`src/rtl/ecc_chk_arbiter.sv`:
```
// Round-robin front end that shares one ECC error classifier among NUM_REQ requesters.
// Optional: `define ECC_ARB_CE_THRESH_EN builds the sticky CE threshold alert on ce_alert.
module ecc_chk_arbiter #(
    parameter int          NUM_REQ    = 4,
    parameter int          DATA_WIDTH = 128,
    parameter int          ECC_WIDTH  = 16,
    parameter logic [7:0]  CE_THRESH  = 8'd16,
    localparam int         ID_W       = $clog2(NUM_REQ)
) (
    input  logic                            clk,
    input  logic                            rst_n,
    input  logic [NUM_REQ-1:0]              req_valid,
    output logic [NUM_REQ-1:0]              req_ready,
    input  logic [NUM_REQ*DATA_WIDTH-1:0]   req_data,
    input  logic [NUM_REQ*ECC_WIDTH-1:0]    req_syndrome,
    output logic                            chk_valid,
    output logic                            chk_enable,
    output logic [DATA_WIDTH-1:0]           chk_data,
    output logic [ECC_WIDTH-1:0]            chk_syndrome,
    input  logic                            chk_error_detected,
    input  logic                            chk_is_correctable,
    input  logic                            chk_is_uncorrectable,
    input  logic [DATA_WIDTH-1:0]           chk_data_corrected,
    output logic                            rsp_valid,
    output logic [ID_W-1:0]                 rsp_id,
    output logic [DATA_WIDTH-1:0]           rsp_data,
    output logic                            rsp_ce,
    output logic                            rsp_ue,
    output logic [NUM_REQ-1:0]              blocked,
    input  logic [NUM_REQ-1:0]              ue_clear,
    output logic                            ue_irq,
    output logic [7:0]                      ce_count,
    output logic [7:0]                      ue_count,
    output logic                            ce_alert
);

    typedef enum logic [1:0] {S_IDLE, S_ISSUE, S_WAIT} state_t;

    state_t                 r_state, w_state_nxt;
    logic [ID_W-1:0]        r_rr_ptr, r_id, w_grant_id;
    logic                   w_grant_vld, w_hs, w_done, w_rsp_ce, w_rsp_ue, w_ce_inc, w_ue_inc;
    logic [NUM_REQ-1:0]     w_eligible, w_ue_set, r_blocked;
    logic [DATA_WIDTH-1:0]  r_data, r_rsp_data;
    logic [ECC_WIDTH-1:0]   r_syn;
    logic [ID_W-1:0]        r_rsp_id;
    logic                   r_rsp_valid, r_rsp_ce, r_rsp_ue;
    logic [7:0]             r_ce_count, r_ue_count;

    assign w_eligible = req_valid & ~r_blocked;

    // First eligible index at or above rr_ptr, wrapping at NUM_REQ.
    always_comb begin
        // NOTE: every combinational output gets a default before any branch, so no latch can be inferred.
        w_grant_vld = 1'b0;
        w_grant_id  = '0;
        for (int k = 0; k < NUM_REQ; k++) begin
            if (!w_grant_vld && w_eligible[(int'(r_rr_ptr) + k) % NUM_REQ]) begin
                w_grant_vld = 1'b1;
                w_grant_id  = ID_W'((int'(r_rr_ptr) + k) % NUM_REQ);
            end
        end
    end

    always_ff @(posedge clk or negedge rst_n) begin
        // NOTE: sequential state uses non-blocking assignments so every flop samples pre-edge values.
        if (!rst_n) r_state <= S_IDLE;
        else        r_state <= w_state_nxt;
    end

    always_comb begin
        w_state_nxt = r_state;
        req_ready   = '0;
        chk_valid   = 1'b0;
        chk_enable  = 1'b0;
        unique case (r_state)
            S_IDLE: begin
                if (w_grant_vld) begin
                    req_ready[w_grant_id] = 1'b1;
                    w_state_nxt           = S_ISSUE;
                end
            end
            S_ISSUE: begin
                chk_valid   = 1'b1;
                chk_enable  = 1'b1;
                w_state_nxt = S_WAIT;
            end
            S_WAIT: begin
                // Enable stays up so the classifier's statistics see error_detected.
                chk_enable  = 1'b1;
                w_state_nxt = S_IDLE;
            end
            default: w_state_nxt = S_IDLE;
        endcase
    end

    assign w_hs     = (r_state == S_IDLE) && w_grant_vld;
    assign w_done   = (r_state == S_WAIT);
    assign w_rsp_ce = chk_error_detected & chk_is_correctable;
    assign w_rsp_ue = chk_error_detected & chk_is_uncorrectable;
    assign w_ce_inc = w_done && w_rsp_ce && (r_ce_count != 8'hFF);
    assign w_ue_inc = w_done && w_rsp_ue && (r_ue_count != 8'hFF);

    always_ff @(posedge clk or negedge rst_n) begin
        if (!rst_n) begin
            r_rr_ptr <= '0;
            r_id     <= '0;
            r_data   <= '0;
            r_syn    <= '0;
        end else if (w_hs) begin
            r_id     <= w_grant_id;
            r_data   <= req_data[w_grant_id*DATA_WIDTH +: DATA_WIDTH];
            r_syn    <= req_syndrome[w_grant_id*ECC_WIDTH +: ECC_WIDTH];
            r_rr_ptr <= (w_grant_id == ID_W'(NUM_REQ - 1)) ? '0 : w_grant_id + ID_W'(1);
        end
    end

    always_comb begin
        w_ue_set = '0;
        if (w_done && w_rsp_ue) w_ue_set[r_id] = 1'b1;
    end

    always_ff @(posedge clk or negedge rst_n) begin
        if (!rst_n) begin
            r_rsp_valid <= 1'b0;
            r_rsp_id    <= '0;
            r_rsp_data  <= '0;
            r_rsp_ce    <= 1'b0;
            r_rsp_ue    <= 1'b0;
            r_blocked   <= '0;
            r_ce_count  <= '0;
            r_ue_count  <= '0;
        end else begin
            r_rsp_valid <= w_done;
            if (w_done) begin
                r_rsp_id   <= r_id;
                r_rsp_data <= chk_data_corrected;
                r_rsp_ce   <= w_rsp_ce;
                r_rsp_ue   <= w_rsp_ue;
            end
            // A quarantine set in the same cycle as its clear must win.
            r_blocked <= (r_blocked & ~ue_clear) | w_ue_set;
            if (w_ce_inc) r_ce_count <= r_ce_count + 8'd1;
            if (w_ue_inc) r_ue_count <= r_ue_count + 8'd1;
        end
    end

`ifdef ECC_ARB_CE_THRESH_EN
    logic r_ce_alert;

    always_ff @(posedge clk or negedge rst_n) begin
        if (!rst_n)        r_ce_alert <= 1'b0;
        else if (w_ce_inc) r_ce_alert <= r_ce_alert | ((r_ce_count + 8'd1) >= CE_THRESH);
    end

    assign ce_alert = r_ce_alert;
`else
    logic [7:0] w_unused_thresh;
    assign w_unused_thresh = CE_THRESH;
    assign ce_alert        = 1'b0;
`endif

    assign chk_data     = r_data;
    assign chk_syndrome = r_syn;
    assign rsp_valid    = r_rsp_valid;
    assign rsp_id       = r_rsp_id;
    assign rsp_data     = r_rsp_data;
    assign rsp_ce       = r_rsp_ce;
    assign rsp_ue       = r_rsp_ue;
    assign blocked      = r_blocked;
    assign ue_irq       = |r_blocked;
    assign ce_count     = r_ce_count;
    assign ue_count     = r_ue_count;

endmodule

```
`config.mk`:
```
export PLATFORM = sky130hd
export DESIGN_NAME = ecc_chk_arbiter
export DESIGN_NICKNAME = d
export VERILOG_FILES = /design/src/rtl/ecc_chk_arbiter.sv
export SDC_FILE = /design/constraint.sdc
export NUM_CORES = 1
export LEC_CHECK = 0
export CELL_PAD_IN_SITES_DETAIL_PLACEMENT = 2
export CELL_PAD_IN_SITES_GLOBAL_PLACEMENT = 2
export CORE_AREA = 2 2 402 404
export DETAILED_ROUTE_END_ITERATION = 10
export DIE_AREA = 0 0 404 406
export HOLD_SLACK_MARGIN = 0.1
export MAX_ROUTING_LAYER = met4
export PLACE_DENSITY_LB_ADDON = 0.3
export REMOVE_ABC_BUFFERS = 1
export SETUP_SLACK_MARGIN = 0.1
export SYNTH_ARGS = -nofsm -noshare
export SYNTH_HDL_FRONTEND = slang
export SYNTH_SLANG_ARGS = --single-unit
```
`constraint.sdc`:
```
create_clock -name clk -period 2 [get_ports clk]
set_input_delay 0.2 -clock clk [delete_from_list [all_inputs] [get_ports clk]]
set_output_delay 0.2 -clock clk [all_outputs]
set_load 0.03 [all_outputs]
```
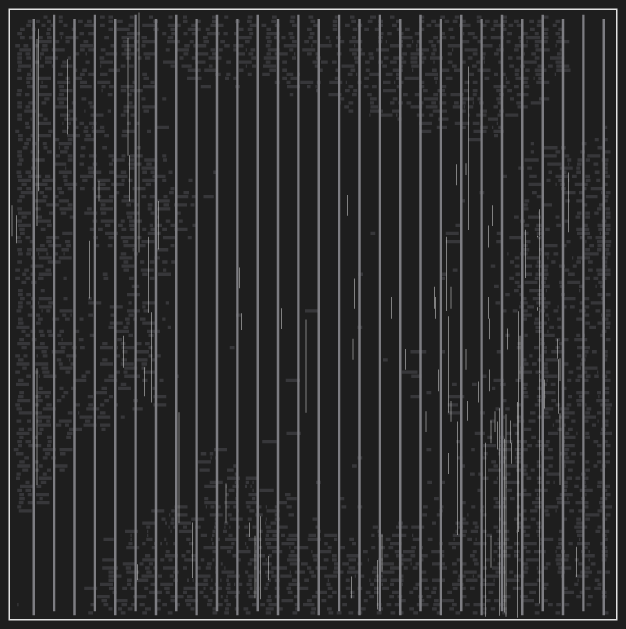
Figure 1: run 1, signal wires on met4.
Drawn at 1.5 px/um. Supply wires on this layer in gray. Cells faint in the background.
longest straight run: 160 um
nets with wire on the layer: 60
share of all routed wire: 2.7%
wire length on this layer: 3360 um

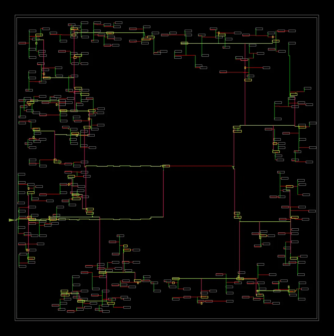
Figure 2: run 1, clock wiring as the flow saved it.
Setup Skew: 36.0 ps
Num CTS Buffers: 46

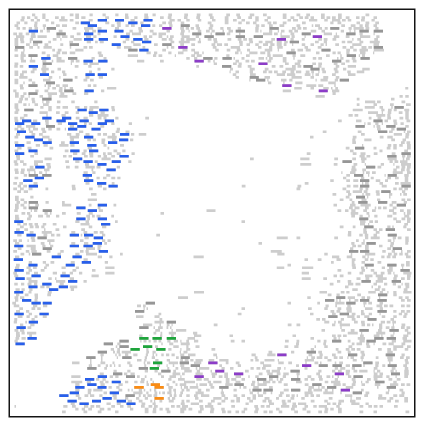
Figure 3: run 1, register map, names as in the netlist.
Drawn at 1 px/um. Other sequential cells in the stronger gray, the rest of the logic in the fainter gray.
[`ce_count`] green | placed flops: 8
[`rsp_data`] blue | placed flops: 128 | where: a vertical strip on the left
[`blocked`] orange | placed flops: 4
[`chk_syndrome`] purple | placed flops: 16
not colored: 147

==> run 1: report_power, final <==
part	leakage [nW]	switching (mW)	total (mW)	internal [mW]
Clock	0.736	3.48	8.46	4.98
Sequential	3.69	1.94	11.1	9.18
Combinational	9.07	18.1	32.1	14.0
==> run 1: final timing paths <==
check / depth (start not counted) / endpoint / slack (ps)
setup / recovery: 8 / req_ready[2] / -500
hold reg to reg: 2 / chk_data[18]$_DFFE_PN0P_ / 480
setup reg to reg: 10 / chk_data[61]$_DFFE_PN0P_ / -340
max in group asynchronous: 3 / chk_data[24]$_DFFE_PN0P_ / 1100
min in group clk: 2 / rsp_data[93]$_DFFE_PN0P_ / 170
hold / removal: 2 / rsp_data[11]$_DFFE_PN0P_ / 140
==> impl_metrics.ini, run 1 <==
; implementation run metrics
[route]
dr_wl_met3_um = 10000
post_drt_wl_per_cell_um = 27.2
highest_layer = met4
ant_nets = 0

[timing]
finalSetupViolations = 145
slew_violations = 0
setup_slack_ps = -500

[yosys]
ys_area_um2 = 15800
adder_share_pct = 0.476
yosysWarnings = 0
synthArstFlopShare_pct = 100

[setup_path]
path_cells = buf_6, nand3b_1, nand3_1, a31o_4, buf_12, buf_6, nor3_2, buf_4
start_kind = flip-flop
cp.required_ps = 1800
arrival_ps = 2300
cp_slowest_stage_delay_ps = 420
worstPathMaxFanout = 6

[die]
nWellTaps = 2086
core_um2 = 160000
pin_count = 1022
num_rows = 147
initial_core_util_pct = 9.87

[run_status]
violations = setup timing
status = complete, but fails checks

[global_routing]
grt_pass1_vias = 17500
overflow = 0
grt_pass1_wl_um = 159000

[clocking]
ctsHtreeMaxLevel = 2

[cells_and_area]
largest_class = buffers
fill_cells = 17800
post-route-util_pct = 20.5
diodes = 55
area_growth_pct = 108

[power]
peakVddDrop_mv = 0.694
## Run 2: what changed since run 1
--- a/config.mk
+++ b/config.mk
@@ -8,8 +8,10 @@
 export CELL_PAD_IN_SITES_DETAIL_PLACEMENT = 2
 export CELL_PAD_IN_SITES_GLOBAL_PLACEMENT = 2
 export CORE_AREA = 2 2 402 404
+export CTS_CLUSTER_SIZE = 20
 export DETAILED_ROUTE_END_ITERATION = 10
 export DIE_AREA = 0 0 404 406
+export GPL_TIMING_DRIVEN = 0
 export HOLD_SLACK_MARGIN = 0.1
 export MAX_ROUTING_LAYER = met4
 export PLACE_DENSITY_LB_ADDON = 0.3
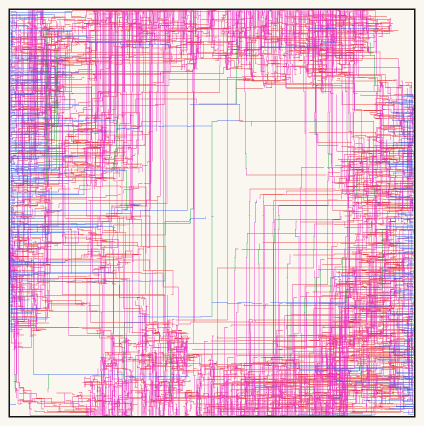
Figure 4: run 2, routed metal, one color a layer.
Drawn at 1 px/um.
[met4] green | wire length: 2120 um
[met1] red | wire length: 46.4 mm
[met3] blue | wire length: 11000 um
[met2] magenta | wire length: 67.4 mm
final WL: 127000 um
Tot GR Track Use: 15.1%
Wirelength per Cell: 28.4 um
via count of the routed design: 15.5k

==> run 2 against run 1 <==
  * The flow still finishes with violations (setup timing)
  * Non-clock buffer count shrank 89
  * Clock-buffer cell count shrank 2
  * Cell area shrank 4.3%
  * Combinational power shrank 4%
  * Sequential power is essentially flat
  * Critical path depth is the same
  * Highest routed layer unchanged
  * Largest power group unchanged
  * Critical path type unchanged
==> impl_metrics.ini, run 2 <==
; implementation run metrics
[run_status]
violations = setup timing
status = complete, but fails checks

[yosys]
yosysWarnings = 0
adder_share_pct = 0.476

[route]
highest_layer = met4
ant_nets = 0

[cells_and_area]
largest_class = buffers
fill_cells = 17900

[setup_path]
r2r.worst_path.cells = 8
r2r_end = chk_data[76]$_DFFE_PN0P_
start_kind = flip-flop
cp.required_ps = 1800
endpoint = req_ready[3]
r2r_slack_ps = -450

[power]
power_frac_comb_pct = 60.2
p_int_mw = 28.0
pwr-share-clk_pct = 18.5
powerComb_mw = 30.8
switching_share_pct = 45.3
switchingPower_mw = 23.2
power-top-group = combinational logic
seqPwrFrac_pct = 21.3
powerSeq_mw = 10.9

[hold_path]
min_path_cells = 2

[clocking]
cts_made_buffers = 46
ctsHtreeMaxLevel = 2

[timing]
fin_skew_ps = 44.0
finalSetupViolations = 156
setup_slack_ps = -568

[die]
pin_count = 1022
nWellTaps = 2086

[global_routing]
overflow = 0
grt_pass1_vias = 17000
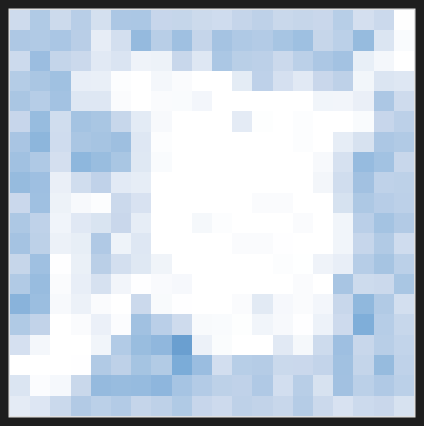
Figure 5: run 2, cell density map.
Drawn at 1 px/um. The die is cut into 20 by 20 equal tiles; white is low, dark blue is high, 0 to 100% covered.
nearly empty tiles: 25%
emptiest ninth of the die: center
mean over tiles: 18%
fp util: 9.87%
fin util: 19.7%
Core Footprint: 160000 um2

-- run 2: netlist changes by cell type in the layout (fill, tap and decap cells not counted), sizes merged, moves of 3 or more --
cell and delta:
bufinv +5, inv +4, dlygate4sd2 -261, clkdlybuf4s50 +251, clkinv -3, dlygate4sd3 +18, clkdlybuf4s15 +6, buf -123
dlymetal6s2s +18, nand2 +8
-- run 2: cell families after synthesis --
family / Yosys count
compound gates: 162
xor+xnor: 14
fa+ha+maj: 6
buf+inv: 107
flops: 303
mux: 419
other cells: 1
simple gates: 202
-- run 2: worst max-delay path, cell delays in order, from the launching register on --
cell and delay, ps:
dfrtp_2 450, nor4b_4 320, o21bai_4 170, a31o_4 190
inv_16 50, buf_16 120, ha_4 150, and3_4 170
buf_8 140
## Run 3: what changed since run 2
--- a/config.mk
+++ b/config.mk
@@ -5,12 +5,14 @@
 export SDC_FILE = /design/constraint.sdc
 export NUM_CORES = 1
 export LEC_CHECK = 0
+export ABC_CLOCK_PERIOD_IN_PS = 2000
 export CELL_PAD_IN_SITES_DETAIL_PLACEMENT = 2
 export CELL_PAD_IN_SITES_GLOBAL_PLACEMENT = 2
-export CORE_AREA = 2 2 402 404
+export CORE_AREA = 2 2 392 394
 export CTS_CLUSTER_SIZE = 20
 export DETAILED_ROUTE_END_ITERATION = 10
-export DIE_AREA = 0 0 404 406
+export DIE_AREA = 0 0 394 396
+export DONT_BUFFER_PORTS = 1
 export GPL_TIMING_DRIVEN = 0
 export HOLD_SLACK_MARGIN = 0.1
 export MAX_ROUTING_LAYER = met4
==> run 3 against run 2 <==
  * The run now fails in 4_1_cts
  * Synthesized cell count did not move
  * Synthesized area unchanged
==> impl_metrics.ini, run 3 <==
; implementation run metrics
[die]
die_y_um = 396
pin_count = 1022
initial_core_util_pct = 10.4
num_rows = 143
die_x_um = 394

[placed_design]
place_inst = 3155
placed_cell_area_um2 = 17300
preCtsSetupSlack_ps = -1830
gp_congestion = 0.884
portBuffers = 0
dp_hpwl_um = 79900

[yosys]
yosysSeqAreaShare_pct = 48.1
synth.area.top_cells = dfrtp_1 48%, mux2i_1 18%, mux2_2 9.4%
ys_seq_elements = 303
synthArstFlopShare_pct = 100
synth_area_um2 = 15800
yosys_cells = 1214
yosysWarnings = 0
edf_count = 0
synth.top_cell.area_share_pct = 48.1
synth.most_common_cell = dfrtp_1
ff_type = dfrtp_1
ys_top_cells_by_count = 303 x dfrtp_1, 288 x mux2i_1, 161 x nand2_1
yosys.area.top_type = dfrtp_1
ys_area_um2 = 15800
synthCells = 1214
synth_area_per_cell_um2 = 13.0
synth.distinct_cells = 48

[clocking]
ctsHtreeMaxLevel = 2
cts_made_buffers = 46
cts_resized = 122
postCtsSetupBuffers = 38
holdBufCountCts = 662
cts_sinks = 303
root_buffer = clkbuf_16
cts_buffer_depth = 3

[run_status]
stop_stage = 4_1_cts
firstError = [ERROR RSZ-0060] Max buffer count reached.
status = did not finish
[run 3: cell families after synthesis]
logic type,after synthesis,share of synthesized area (%)
flops,303,48.1
xor+xnor,14,0.778
other cells,1,0.0238
mux,419,27.6
fa+ha+maj,6,0.476
simple gates,202,5.48
buf+inv,107,7.82
compound gates,162,9.67
[run 3: through the flow]
stage,utilization [%],hold slack [ps]
detailed placement,11.4,-81.7
global placement,11.3,-80.0
floorplan,-,-95.6
## Run 4: what changed since run 3
==> config.mk (replaced) <==
export PLATFORM = sky130hd
export DESIGN_NAME = ecc_chk_arbiter
export DESIGN_NICKNAME = d
export VERILOG_FILES = /design/src/rtl/ecc_chk_arbiter.sv
export SDC_FILE = /design/constraint.sdc
export NUM_CORES = 1
export LEC_CHECK = 0
export ABC_CLOCK_PERIOD_IN_PS = 2600
export CORE_AREA = 2 2 394 396
export DETAILED_ROUTE_END_ITERATION = 10
export DIE_AREA = 0 0 396 398
export DONT_BUFFER_PORTS = 1
export GPL_TIMING_DRIVEN = 0
export PLACE_DENSITY_LB_ADDON = 0.15
export REMOVE_ABC_BUFFERS = 1
export SYNTH_ARGS = -nofsm -noshare
export SYNTH_HDL_FRONTEND = slang
export SYNTH_SLANG_ARGS = --single-unit
==> constraint.sdc (replaced) <==
create_clock -name clk -period 2.6 [get_ports clk]
set_input_delay 0.26 -clock clk [delete_from_list [all_inputs] [get_ports clk]]
set_output_delay 0.26 -clock clk [all_outputs]
set_load 0.03 [all_outputs]
==> run 4 against run 3 <==
  * The run again fails in 4_1_cts
  * Synthesized cell count is the same
  * Synthesized area is the same
==> impl_metrics.ini, run 4 <==
; implementation run metrics
[run_status]
status = did not finish
stop_stage = 4_1_cts
firstError = [ERROR RSZ-0060] Max buffer count reached.

[placed_design]
gp_congestion = 0.851
dp_hpwl_um = 73600
portBuffers = 0
preCtsSetupSlack_ps = -846

[yosys]
yosysWarnings = 0
ys_seq_elements = 303
ys_top_cells_by_count = 303 x dfrtp_1, 288 x mux2i_1, 161 x nand2_1
yosys.area.top_type = dfrtp_1
synth_area_um2 = 15800
synth.most_common_cell = dfrtp_1
synthCells = 1214
synth.distinct_cells = 48
yosys_cells = 1214
synthArstFlopShare_pct = 100
ys_area_um2 = 15800
synth.top_cell.area_share_pct = 48.1
synth_area_per_cell_um2 = 13.0
yosysSeqAreaShare_pct = 48.1
edf_count = 0
synth.area.top_cells = dfrtp_1 48%, mux2i_1 18%, mux2_2 9.4%
ff_type = dfrtp_1

[clocking]
cts_buffer_depth = 3
root_buffer = clkbuf_16
cts_resized = 43
postCtsSetupBuffers = 18
holdBufCountCts = 657
cts_made_buffers = 45
cts_sinks = 303
ctsHtreeMaxLevel = 2

[die]
initial_core_util_pct = 10.3
pin_count = 1022
die_x_um = 396
num_rows = 144
die_y_um = 398
-- run 4: cell counts after synthesis --
Identical to the previous run, type by type.
-- run 4: cell families after synthesis --
kind of cell / after synthesis / share of synthesized area (%)
muxes: 419 / 27.6
adders and majority gates: 6 / 0.476
xor gates and xnor gates: 14 / 0.778
buffers and inverters: 107 / 7.82
DFF: 303 / 48.1
other: 1 / 0.0238
AOI/OAI and AO/OA: 162 / 9.67
and+or+nand+nor: 202 / 5.48
-- run 4: per-stage QoR --
step | setup TNS (ps) | area (um2) | instances | utilization (%)
floorplan | -411290 | 14600 | 1119 | -
global placement | -983590 | 17100 | 3163 | 11.2
detailed placement | -53690 | 17400 | 3169 | 11.3
Power is estimated from default activity; no workload was simulated.
